### src/rtl/prime_stream_gen_pkg.sv
// Shared types and constants for the prime stream generator.
// Optional feature macro used by this block: PRIME_SQRT_EN.
package prime_pkg;

    localparam int DEFAULT_WIDTH = 16;
    localparam int FIRST_PRIME   = 2;

    typedef enum logic [2:0] {
        IDLE,
        TEST,
        SUB,
        CHECK,
        EMIT,
        NEXT,
        DONE
    } state_t;

endpackage

### src/rtl/prime_stream_gen_if.sv
// Control, status and valid/ready prime stream bundle for prime_stream_gen.
// The master side requests enumeration and consumes primes; the slave side is the generator.
interface prime_stream_gen_if
    import prime_pkg::*;
#(
    parameter int WIDTH = DEFAULT_WIDTH
);
    logic             start;
    logic [WIDTH-1:0] upper;
    logic             out_valid;
    logic             out_ready;
    logic [WIDTH-1:0] out_prime;
    logic             busy;
    logic             done;
    logic [WIDTH-1:0] count;

    modport master (
        output start, upper, out_ready,
        input  out_valid, out_prime, busy, done, count
    );

    modport slave (
        input  start, upper, out_ready,
        output out_valid, out_prime, busy, done, count
    );
endinterface

### src/rtl/prime_stream_gen_rem_sub.sv
// Running-remainder register for trial division: load a candidate, then
// subtract the divisor once per step; ge_o tells the FSM whether another step fits.
module rem_sub_unit
    import prime_pkg::*;
#(
    parameter int WIDTH = DEFAULT_WIDTH
) (
    input  logic             clk,
    input  logic             rst,
    input  logic             load_i,
    input  logic             step_i,
    input  logic [WIDTH-1:0] load_val_i,
    input  logic [WIDTH-1:0] div_i,
    output logic [WIDTH-1:0] rem_o,
    output logic             ge_o
);
    logic [WIDTH-1:0] rem_q;
    logic [WIDTH-1:0] rem_d;

    always_comb begin
        rem_d = rem_q;
        if (load_i) begin
            rem_d = load_val_i;
        end else if (step_i) begin
            rem_d = rem_q - div_i;
        end
    end

    always_ff @(posedge clk or posedge rst) begin
        if (rst) begin
            rem_q <= '0;
        end else begin
            rem_q <= rem_d;
        end
    end

    assign rem_o = rem_q;
    assign ge_o  = (rem_q >= div_i);
endmodule

### src/rtl/prime_stream_gen.sv
// Streaming prime enumerator using subtract-only trial division.
// Define PRIME_SQRT_EN to stop trial division once div*div exceeds the candidate.
module prime_stream_gen
    import prime_pkg::*;
#(
    parameter int WIDTH = DEFAULT_WIDTH
) (
    input  logic              clk,
    input  logic              rst,
    prime_stream_gen_if.slave bus
);
    state_t           state_q;
    logic [WIDTH-1:0] cand_q;
    logic [WIDTH-1:0] div_q;
    logic [WIDTH-1:0] ub_q;
    logic [WIDTH-1:0] count_q;
    logic [WIDTH-1:0] prime_q;
    logic             valid_q;
    logic             busy_q;
    logic             done_q;

    logic [WIDTH-1:0] rem;
    logic             rem_ge;
    logic             rem_load;
    logic             rem_step;
    logic             prime_hit;
    logic             start_ok;

`ifdef PRIME_SQRT_EN
    logic [WIDTH:0]   sq_q;
    logic [WIDTH:0]   sq_d;
    logic [WIDTH+1:0] sq_sum;

    // (d+1)^2 = d^2 + 2d + 1; saturate so a huge divisor never looks small again
    assign sq_sum    = {1'b0, sq_q} + {1'b0, div_q, 1'b1};
    assign sq_d      = sq_sum[WIDTH+1] ? '1 : sq_sum[WIDTH:0];
    assign prime_hit = (div_q == cand_q) || (sq_q > {1'b0, cand_q});
`else
    assign prime_hit = (div_q == cand_q);
`endif

    assign start_ok = ((state_q == IDLE) || (state_q == DONE)) && bus.start;
    assign rem_load = (state_q == TEST) && !prime_hit;
    assign rem_step = (state_q == SUB) && rem_ge;

    rem_sub_unit #(.WIDTH(WIDTH)) u_rem (
        .clk        (clk),
        .rst        (rst),
        .load_i     (rem_load),
        .step_i     (rem_step),
        .load_val_i (cand_q),
        .div_i      (div_q),
        .rem_o      (rem),
        .ge_o       (rem_ge)
    );

    always_ff @(posedge clk or posedge rst) begin
        if (rst) begin
            state_q <= IDLE;
            cand_q  <= '0;
            div_q   <= '0;
            ub_q    <= '0;
            count_q <= '0;
            prime_q <= '0;
            valid_q <= 1'b0;
            busy_q  <= 1'b0;
            done_q  <= 1'b0;
`ifdef PRIME_SQRT_EN
            sq_q    <= '0;
`endif
        end else begin
            case (state_q)
                IDLE, DONE: begin
                    if (start_ok) begin
                        cand_q  <= WIDTH'(FIRST_PRIME);
                        div_q   <= WIDTH'(2);
                        ub_q    <= bus.upper;
                        count_q <= '0;
`ifdef PRIME_SQRT_EN
                        sq_q    <= (WIDTH+1)'(4);
`endif
                        // A bound below the first prime has nothing to enumerate
                        if (bus.upper < WIDTH'(FIRST_PRIME)) begin
                            state_q <= DONE;
                            busy_q  <= 1'b0;
                            done_q  <= 1'b1;
                        end else begin
                            state_q <= TEST;
                            busy_q  <= 1'b1;
                            done_q  <= 1'b0;
                        end
                    end
                end
                TEST: begin
                    if (prime_hit) begin
                        state_q <= EMIT;
                        valid_q <= 1'b1;
                        prime_q <= cand_q;
                    end else begin
                        state_q <= SUB;
                    end
                end
                SUB: begin
                    if (!rem_ge) begin
                        state_q <= CHECK;
                    end
                end
                CHECK: begin
                    if (rem == '0) begin
                        state_q <= NEXT;
                    end else begin
                        div_q   <= div_q + 1'b1;
`ifdef PRIME_SQRT_EN
                        sq_q    <= sq_d;
`endif
                        state_q <= TEST;
                    end
                end
                EMIT: begin
                    if (bus.out_ready) begin
                        valid_q <= 1'b0;
                        count_q <= count_q + 1'b1;
                        state_q <= NEXT;
                    end
                end
                NEXT: begin
                    // Compare before incrementing so an all-ones bound cannot wrap
                    if (cand_q == ub_q) begin
                        state_q <= DONE;
                        busy_q  <= 1'b0;
                        done_q  <= 1'b1;
                    end else begin
                        cand_q  <= cand_q + 1'b1;
                        div_q   <= WIDTH'(2);
`ifdef PRIME_SQRT_EN
                        sq_q    <= (WIDTH+1)'(4);
`endif
                        state_q <= TEST;
                    end
                end
                default: begin
                    state_q <= IDLE;
                end
            endcase
        end
    end

    assign bus.out_valid = valid_q;
    assign bus.out_prime = prime_q;
    assign bus.busy      = busy_q;
    assign bus.done      = done_q;
    assign bus.count     = count_q;
endmodule

### src/flat_wrapper.sv
// flat-port wrapper written by rule: the top's interface ports become plain ports
module prime_stream_gen_flat import prime_pkg::*;
#(
    parameter int WIDTH = DEFAULT_WIDTH
)
  (clk, rst, bus_start, bus_upper, bus_out_ready, bus_out_valid, bus_out_prime, bus_busy, bus_done, bus_count);
  prime_stream_gen_if #(.WIDTH(WIDTH)) bus_i ();
  input  logic clk;
  input  logic rst;
  input wire logic [$bits(bus_i.start)-1:0] bus_start;
  input wire logic [$bits(bus_i.upper)-1:0] bus_upper;
  input wire logic [$bits(bus_i.out_ready)-1:0] bus_out_ready;
  output wire logic [$bits(bus_i.out_valid)-1:0] bus_out_valid;
  output wire logic [$bits(bus_i.out_prime)-1:0] bus_out_prime;
  output wire logic [$bits(bus_i.busy)-1:0] bus_busy;
  output wire logic [$bits(bus_i.done)-1:0] bus_done;
  output wire logic [$bits(bus_i.count)-1:0] bus_count;
  assign bus_i.start = bus_start;
  assign bus_i.upper = bus_upper;
  assign bus_i.out_ready = bus_out_ready;
  assign bus_out_valid = bus_i.out_valid;
  assign bus_out_prime = bus_i.out_prime;
  assign bus_busy = bus_i.busy;
  assign bus_done = bus_i.done;
  assign bus_count = bus_i.count;
  prime_stream_gen #(.WIDTH(WIDTH)) u_core (.clk(clk), .rst(rst), .bus(bus_i));
endmodule
### config.mk
export PLATFORM = sky130hd
export DESIGN_NAME = prime_stream_gen_flat
export DESIGN_NICKNAME = d
export VERILOG_FILES = /design/src/rtl/prime_stream_gen_pkg.sv /design/src/rtl/prime_stream_gen_if.sv /design/src/rtl/prime_stream_gen_rem_sub.sv /design/src/rtl/prime_stream_gen.sv /design/src/flat_wrapper.sv
export SDC_FILE = /design/constraint.sdc
export NUM_CORES = 1
export LEC_CHECK = 0
export ABC_AREA = 1
export CORE_MARGIN = 4
export CORE_UTILIZATION = 50
export DETAILED_ROUTE_END_ITERATION = 10
export GPL_TIMING_DRIVEN = 0
export PLACE_DENSITY = 0.68
export REMOVE_ABC_BUFFERS = 1
export SYNTH_ARGS = -nofsm -noshare
export SYNTH_HDL_FRONTEND = slang
export SYNTH_HIERARCHICAL = 1
export SYNTH_SLANG_ARGS = --single-unit
### constraint.sdc
create_clock -name clk -period 4.3 [get_ports clk]
set_clock_uncertainty 0.2 [all_clocks]
set_input_delay 0.86 -clock clk [delete_from_list [all_inputs] [get_ports clk]]
set_output_delay 0.86 -clock clk [all_outputs]
set_load 0.02 [all_outputs]
Fig. 1: ports around the boundary
Pins as bars across the die edge, other pins in gray.
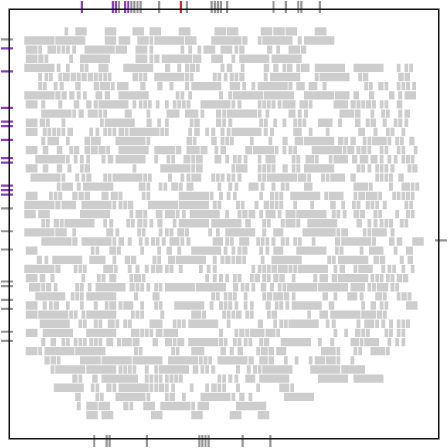
legend:
  purple:
    port: `bus_count`
    pins: 16
    direction: output
    edge: 11 west, 5 north
  red:
    port: `bus_start`
    pins: 1
    direction: input
    edge: north

Fig. 2: placed cells, one color a class
Fill, decap, tap and diode cells in gray.
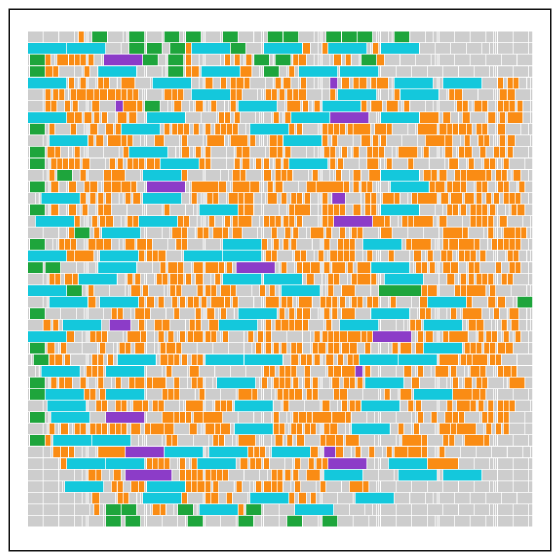
legend:
  purple:
    class: clock drivers and dummy loads
    cells: 16
  cyan:
    class: registers
    cells: 102
  green:
    class: remaining buffers and delay cells
    cells: 55
  orange:
    class: remaining logic cells
    cells: 958

Fig. 3: routed clock nets over the placement
Scale bar: 50 um.
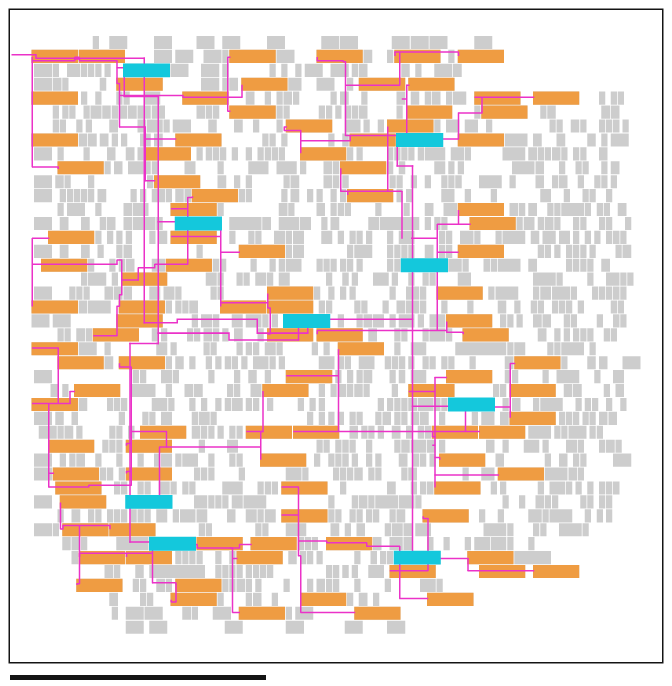
legend:
  magenta:
    item: clock wires
    length: 1370 um
  orange:
    item: flip-flops
    count: 102
  cyan:
    item: clock-net drivers
    count: 9
flops lie: spread over the die
routed clock nets: 10
insertion delay of the later-clocked pin in the worst-skew pair: 0.36 ns
clock share of power: 0.199
clock group total power: 0.837 mW

==> run summary <==
Summary of the current implementation state.

- The via count of the first global-routing pass is between 6000 and 7000, for reference.
- The startpoint of the most critical setup path is u_core/div_q[0], for reference.
- The data-path buffer share of cell area in the final layout is 0.07049, for reference.
- The number of nets at the end of the flow is around 1200, for reference.
- The capture instance of the worst register-to-register path is u_core/u_rem/rem_o[7], for reference.
- The floorplan step set the die height to 127.4 um.
- The OpenROAD report gives the critical path a required time of approximately 4.4 ns.
- The biggest area consumer among cell classes is combinational gates, for reference.
- The tool flagged a number of max-cap violations equal to 0.
- The synth_stat.txt file lists the number of cells as ~1100.
- The type of the worst setup path is reg -> reg, for reference.
- The cell-mix breakdown from Yosys lists the adder-cell area share as 0.03617.
- The post-cts repair resize count is 0, for reference.
- Timing analysis after detailed placement gives a worst setup slack of about 1.2 ns.
- The post-synthesis xor/xnor area fraction is 0.02335, for reference.
- TritonCTS built the clock tree.
- The data arrival at the endpoint of the critical path is around 3.3 ns, for reference.
- The number of different library cells used by synthesis comes to 39.
- In the final layout, excluding clock buffers the buffer count is between 50 and 60.
- The hold buffer count at CTS is 0, for reference.
- After its last routability iteration, the placer logged a weighted congestion of roughly 0.90.
- The capture point of the critical path was reported as u_core/u_rem/rem_o[7].
- Once synthesis finished, the tally of register bits stood at around 100.
- The placed wire-length estimate after detailed placement is 13800 um, for reference.
- The most instantiated logic cell after routing is nand2_1, for reference.
- Entering global routing, the biggest net connects between 60 and 70 pins.
- The measured slew at the worst slew-check pin is 0.7416 ns, for reference.
- The longest clock path from root to sink contains 2 buffers.
- Per STA, the library cell used most along the worst path is nand3_1.
- Summing all placed instances gives a cell area of 7754 um^2.
- Note that the worst hold path type here is reg -> reg.
- The mapped cell area is between 7000 and 8000 um^2, for reference.
- The number of cells on the worst reg-to-reg path is 17.
- The share of synthesized area occupied by flip-flops and latches is 0.3581, for reference.
- The first-pass GRT wire length is 30900 um, for reference.
- The flow ran to the end, and the final reports show no timing, DRC or antenna violations.
- The most area-hungry cell type in the Yosys netlist is dfrtp_1, for reference.
- The total core area is ~14000 um^2, for reference.
- The script extracted a total leakage power of 3.936 nW.
- The cell count after synthesis is 1087, for reference.
- The largest voltage drop on the vdd net is about 0.30 mV, for reference.
- The first-pass iteration count of the detailed router is 5, for reference.
- The critical path crosses 17 cells after its start point.
- By instance count, the leading cell after synthesis is nand2_1.
- Looking at the reg2reg group, the worst path starts from u_core/div_q[0].
- For this run, the number of standard cells in the final layout without fillers is approximately 1300.
- The power density over the cells is between 500 and 600 nW/um^2, for reference.
- After synthesis, the share of flip-flops with an asynchronous set or reset is 1.000.
- The number of well-tap cells placed is between 150 and 200, for reference.
- Looking at the cell usage after synthesis, the top flip-flop cell is dfrtp_1.
- The post-route clock period utilization is 0.7337, for reference.
- The count of nets left with antenna violations once routing finished came out at 0.
- The maximum operating frequency is 317.0 MHz, for reference.
- The final critical path time including I/O delays and setup is about 3.2 ns, for reference.
- On the final layout, the worst hold slack is approximately 0.29 ns.
- The pre-placement core utilization is 0.5114, for reference.
- The register-to-register setup slack is roughly 1.1 ns, for reference.
- The cell sequence reported for the critical path is ha_1 -> fa_1 -> inv_1 -> nand3_1 -> nand3_1 -> a21oi_1 -> inv_1 -> nand2_1 -> nand3_1 -> nand2_1 -> inv_1 -> inv_2 -> nor2_4 -> inv_2 -> a21oi_1 -> o21ai_0 -> nand3_1.
- The residual overflow from global routing is 0, for reference.
- In this run, the synthesized area fraction spent on AND-OR/OR-AND gates is recorded as 0.07900.
- Sequential cells placed in the final layout were counted as around 100.
- The number of clock buffers in the layout is 10, for reference.
Fig. 4: cell outlines without signal wires
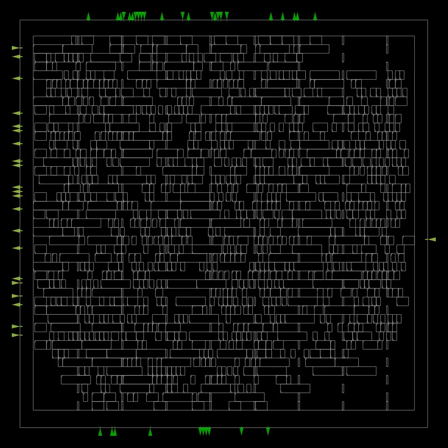
sequential share of cell area: 0.3167
row cnt: 43
utilization after layout: 0.5783

Fig. 5: routed metal, one color a layer
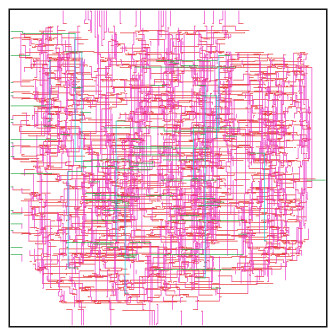
legend:
  magenta:
    layer: M2
    wire_length: 8760 um
  cyan:
    layer: M4
    wire_length: 427 um
  red:
    layer: M1
    wire_length: 8620 um
  green:
    layer: M3
    wire_length: 801 um
wirelength, routed: 18610 um
total via count after detailed routing: 6756
post-DR wirelength/cell: 14.19 um
GRT Total Usage: 0.2371

==> flip-flops by register name (all words and copies together), names as in the netlist <==
| name | flops |
|---|---|
| u_core/bus.busy | 1 |
| u_core/bus.count | 16 |
| u_core/bus.done | 1 |
| u_core/bus.out_prime | 16 |
| u_core/bus.out_valid | 1 |
| u_core/cand_q | 16 |
| u_core/div_q | 16 |
| u_core/state_q | 3 |
| u_core/u_rem/rem_o | 16 |
| u_core/ub_q | 16 |
==> power breakdown <==
part | internal, mW | switching [mW] | leakage [nW]
Combinational | 0.661 | 1.39 | 2.42
Sequential | 1.13 | 0.181 | 1.37
Clock | 0.465 | 0.371 | 0.148
Power figures rest on the tool's default switching activity, not on a simulated workload.
